**Run 1: cells coloured by class**

(4 px per um)
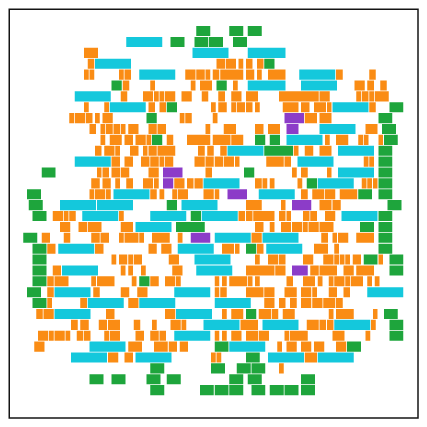
**Run 1: met3 routing**

(4 px per um)
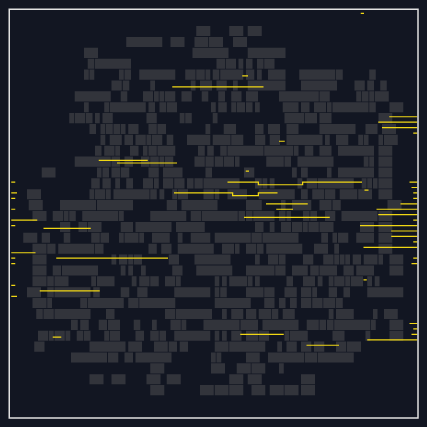
**Run 1: wiring heat map**

(4 px per um) The die is cut into 20 by 20 equal tiles; dark purple is low, yellow is high, scaled to the fullest tile. Values are wire area over tile area, all layers added.
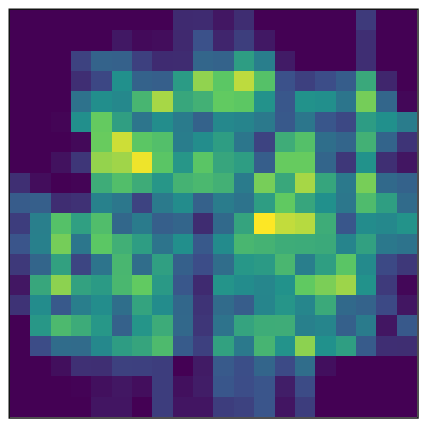
Design snr_sweep_ctrl, sky130hd; sources not shown.
==> metrics.cfg, run 1 <==
[critical_path]
critPathBufInv=2
worstPathCellList=or3b_2 > inv_1 > clkdlybuf4s50_1
r2r_setup_slack_ns=0.16
worstRegToRegCells=8
worstSetupStartpointType=register
critical_path.max_fanout=13
critical_path_class=reg2out
cp.depth=3
critical_path.top_delay_family=buffers and inverters
timing.critical_path.arrival_ns=1.96
cp.required_ns=2.06

[layout]
areaGrowthSynthToFinish_pct=24.11
multi_input_comb_cells=330
area.share.combinational_pct=45.94
area.combinational_um2=2095
largest_register_ff_count=16
top_class_by_area=combinational gates
fillers=868
clock_area_share_pct=2.113
layout.nets=525
non_clock_inverter_count=15
lay_top_cells=nand2_1, clkdlybuf4s50_1, dfrtp_1, o21ai_0
commonest_non_fill_non_tap_cell_in_the_layout=nand2_1
clock_buffers=5
layout.cells.non_filler=596
layout.cell_area.non_filler_um2=4559

[grt]
number_of_antenna_violations_at_the_first_check_in_global_routing=0
gr_layer_usage_met2_pct=29.48
gr-max-usage-layer=met2
wire_length_of_the_first_global_routing_pass_um=15500

[power]
sw_frac_of_total_pct=43.99
seq_cell_power_mw=1.46
ir_worst_vdd_uv=296.7
power-top-group=combinational cells
sw_pwr_mw=1.966
internal_power_mw=2.503
power.sequential.fraction_pct=32.6
power.clock.fraction_pct=11.8
post-layout-total-power_mw=4.469
pwr_density_cell_nw_per_um2=980.2

[placement]
buffer_ports.inserted=62
instance_area_after_placement_um2=4432

[hold_path]
hold_class=in2async

[route]
drt.antenna.violating_nets=0
met3_wirelength_um=353
detailedRoute.firstIterationViolations=173

[logic_synthesis]
simple_gate_share_pct=26.91
compound_area_share_pct=22.75
instance_count_of_the_mapped_netlist=427
yosys.stat.seqShare_pct=38.15
synth_dominant_cell_count=nand2_1
ys_top_cells_by_count=nand2_1, dfrtp_1, o21ai_0, nor2_1, o211ai_1
ff_type=dfrtp_1
ys.warnings.count=0
synth.cell_area_um2=3674

[clock_network]
ctsResizeCount=2
max-clock-path-buffers=2

[sta]
fin_hold_ws_ns=0.2488
finalHoldViolations=0
setup_total_negative_slack_ns=0
rsz0062_at_grt=true
fin_crit_ns=2.496

[floorplan]
die.size.y_um=101.8
tapcell.inserted=108

[job]
drv.max_cap_violation_count=0

[run_status]
status=finished, final reports clean

Notes on 'cells coloured by class' above:
[clock drivers and dummy loads] purple | cells: 8 | share of their area: 2.2%
[other buffers and delay cells] green | cells: 79 | share of their area: 17%
[flip-flops] cyan | cells: 56 | share of their area: 32%
[all other logic] orange | cells: 345 | share of their area: 49%
core region area: 8806 um2
number of core rows: 34
utilization after layout: 51.78%
sequential share of cell area: 30.79%

Notes on 'met3 routing' above:
nets with wire on the layer: 47
longest straight run: 27.6 um
wire length on this layer: 354 um
main direction: horizontal
share of all routed wire: 3.8%
routing usage on met3: 2.253%
vias: 3437

Notes on 'wiring heat map' above:
nearly empty tiles: 20%
emptiest ninth of the die: north-west
mean over tiles: 0.14
tiles over half the peak: 29%
fullest tile: 0.42
average routed wire per standard cell: 15.64 um
post-detailed-routing wire length: 9323 um
GRT Util Overall: 18.26%

**Run 1: drive-strength map**

(3 px per um)
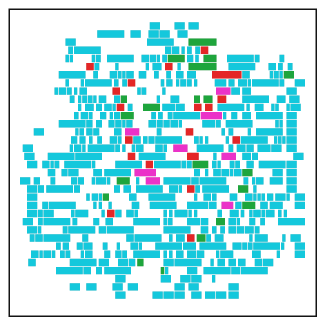

==> run 2: changes to the inputs <==
==> constraint.sdc (replaced) <==
create_clock -name clk -period 2.65 [get_ports clk]
set_clock_uncertainty 0.15 [all_clocks]
set_input_delay 0.3975 -clock clk [delete_from_list [all_inputs] [get_ports clk]]
set_output_delay 0.3975 -clock clk [all_outputs]
set_load 0.005 [all_outputs]
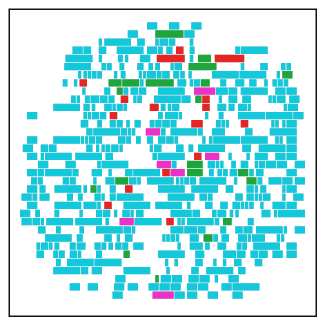
**Above:** run 2 (drive-strength map).
(3 px per um)
[drive 6 and up] magenta | cells: 7 | share: 1.4%
[drive 3 to 4] red | cells: 16 | share: 3.3%
[drive 2] green | cells: 20 | share: 4.1%
[drive 1 or less] cyan | cells: 442 | share: 91%
setup slack after layout: 0.1374 ns
Non-Filler Cell Area, Final: 4538 um2
Plain + repair buffers: 76
area grow syn2layout: 23.54%

==> run 2 against run 1 <==
Synthesized cell count unchanged; final cell count down 0.50%; routed wire length down 1.5%; critical path type unchanged; critical endpoint unchanged.
==> metrics.cfg, run 2 <==
[run_status]
status=finished, final reports clean  ; unchanged

[critical_path]
critical_path.top_delay_family=buffers and inverters  ; unchanged
critical_path_class=reg2out  ; unchanged
worstPathCellList=or3b_2 > inv_1 > clkdlybuf4s50_1  ; unchanged
timing.critical_path.arrival_ns=1.97  ; was 1.96 ns
critical_path.max_fanout=14  ; was 13
worstRegToRegCells=6  ; was 8
cp.depth=3  ; unchanged
worstSetupStartpointType=register  ; unchanged
r2r_setup_slack_ns=0.19  ; was 0.16 ns
critPathBufInv=2  ; unchanged
cp.required_ns=2.10  ; was 2.06 ns

[logic_synthesis]
instance_count_of_the_mapped_netlist=427  ; unchanged
synth_dominant_cell_count=nand2_1  ; unchanged
compound_area_share_pct=22.75  ; unchanged
synth_top_cell_by_area=dfrtp_1  ; unchanged
synth.cell_area_um2=3674  ; unchanged
ys_sh_adder_pct=4.292  ; unchanged
post_synth_xor_area_fraction_pct=2.146  ; unchanged
ys_top_cells_by_count=nand2_1, dfrtp_1, o21ai_0, nor2_1, o211ai_1  ; unchanged
ys.warnings.count=0  ; unchanged
yosys.stat.seqShare_pct=38.15  ; unchanged
ff_type=dfrtp_1  ; unchanged
simple_gate_share_pct=26.91  ; unchanged

[layout]
area.combinational_um2=2106  ; was 2095 um2
non_clock_inverter_count=15  ; unchanged
top_class_by_area=combinational gates  ; unchanged
multi_input_comb_cells=330  ; unchanged
layout.cells.non_filler=593  ; was 596
area.share.combinational_pct=46.40  ; was 45.94%
largest_register_ff_count=16  ; unchanged
final-seq-area_um2=1405  ; was 1404 um2
clock_buffers=7  ; was 5
commonest_non_fill_non_tap_cell_in_the_layout=nand2_1  ; unchanged
fillers=857  ; was 868
layout.nets=522  ; was 525
buffer_area_share_pct=16.54  ; was 16.96%
clock_area_share_pct=1.875  ; was 2.113%
lay_top_cells=nand2_1, clkdlybuf4s50_1, dfrtp_1, o21ai_0  ; unchanged

[sta]
finalHoldViolations=0  ; unchanged
fin_crit_ns=2.513
rsz0062_at_grt=false  ; was true
fin_hold_ws_ns=0.3050  ; was 0.2488 ns
setup_total_negative_slack_ns=0  ; unchanged
slew_headroom_pct=48.58  ; was 41.67%
fin_crit_sh_pct=94.82

[placement]
instance_area_after_placement_um2=4409  ; was 4432 um2
buffer_ports.inserted=62  ; unchanged

[grt]
groute.usage.overall_pct=18.14  ; was 18.26%
wire_length_of_the_first_global_routing_pass_um=15500  ; unchanged
gr_layer_usage_met2_pct=30.53  ; was 29.48%
first_global_vias=3349  ; was 3152
gr-max-usage-layer=met2  ; unchanged
number_of_antenna_violations_at_the_first_check_in_global_routing=0  ; unchanged
use_met3_pct=2.730  ; was 2.253%
grt_use_met1_pct=24.84  ; was 26.53%

[job]
drv.max_cap_violation_count=0  ; unchanged

[floorplan]
rows=34  ; unchanged
tapcell.inserted=108  ; unchanged
die.size.y_um=101.8  ; unchanged
coreArea_um2=8806  ; unchanged

[clock_network]
max-clock-path-buffers=2  ; unchanged
ctsResizeCount=0  ; was 2
cts_inserted_buffers=5  ; unchanged

[power]
power-top-group=combinational cells  ; unchanged
sw_pwr_mw=1.882  ; was 1.966 mW
seq_cell_power_mw=1.45  ; was 1.46 mW
sw_frac_of_total_pct=43.52  ; was 43.99%
ir_worst_vdd_uv=299.9  ; was 296.7 uV
internal_power_mw=2.442  ; was 2.503 mW
post-layout-total-power_mw=4.324  ; was 4.469 mW
power.clock.fraction_pct=11.0  ; was 11.8%
pwr_density_cell_nw_per_um2=952.9  ; was 980.2 nW/um2
power.sequential.fraction_pct=33.5  ; was 32.6%

[hold_path]
hold_class=in2async  ; unchanged

[route]
detailedRoute.firstIterationViolations=175  ; was 173
post_detailed_routing_wire_length_um=9187  ; was 9323 um
detail_route.drc_violations=0  ; unchanged
avgRoutedWirePerCell_um=15.49  ; was 15.64 um
drt.antenna.violating_nets=0  ; unchanged
met3_wirelength_um=361  ; was 353 um
detailroute.via_count=3432  ; was 3437

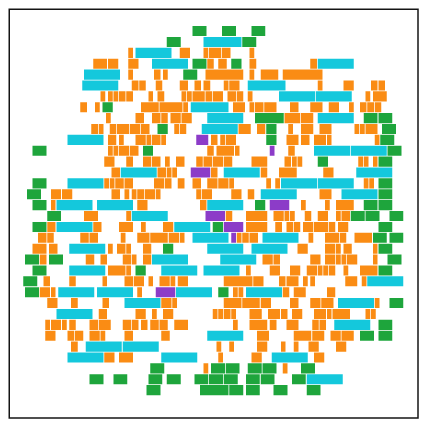
**Above:** run 2 (cells coloured by class).
(4 px per um)
[all other logic] orange | cells: 345 | share of their area: 49%
[clock drivers and dummy loads] purple | cells: 8 | share of their area: 1.9%
[other buffers and delay cells] green | cells: 76 | share of their area: 17%
[flip-flops] cyan | cells: 56 | share of their area: 32%
utilization after layout: 51.53%
sequential share of cell area: 30.96%

Power figures rest on the tool's default switching activity, not on a simulated workload.
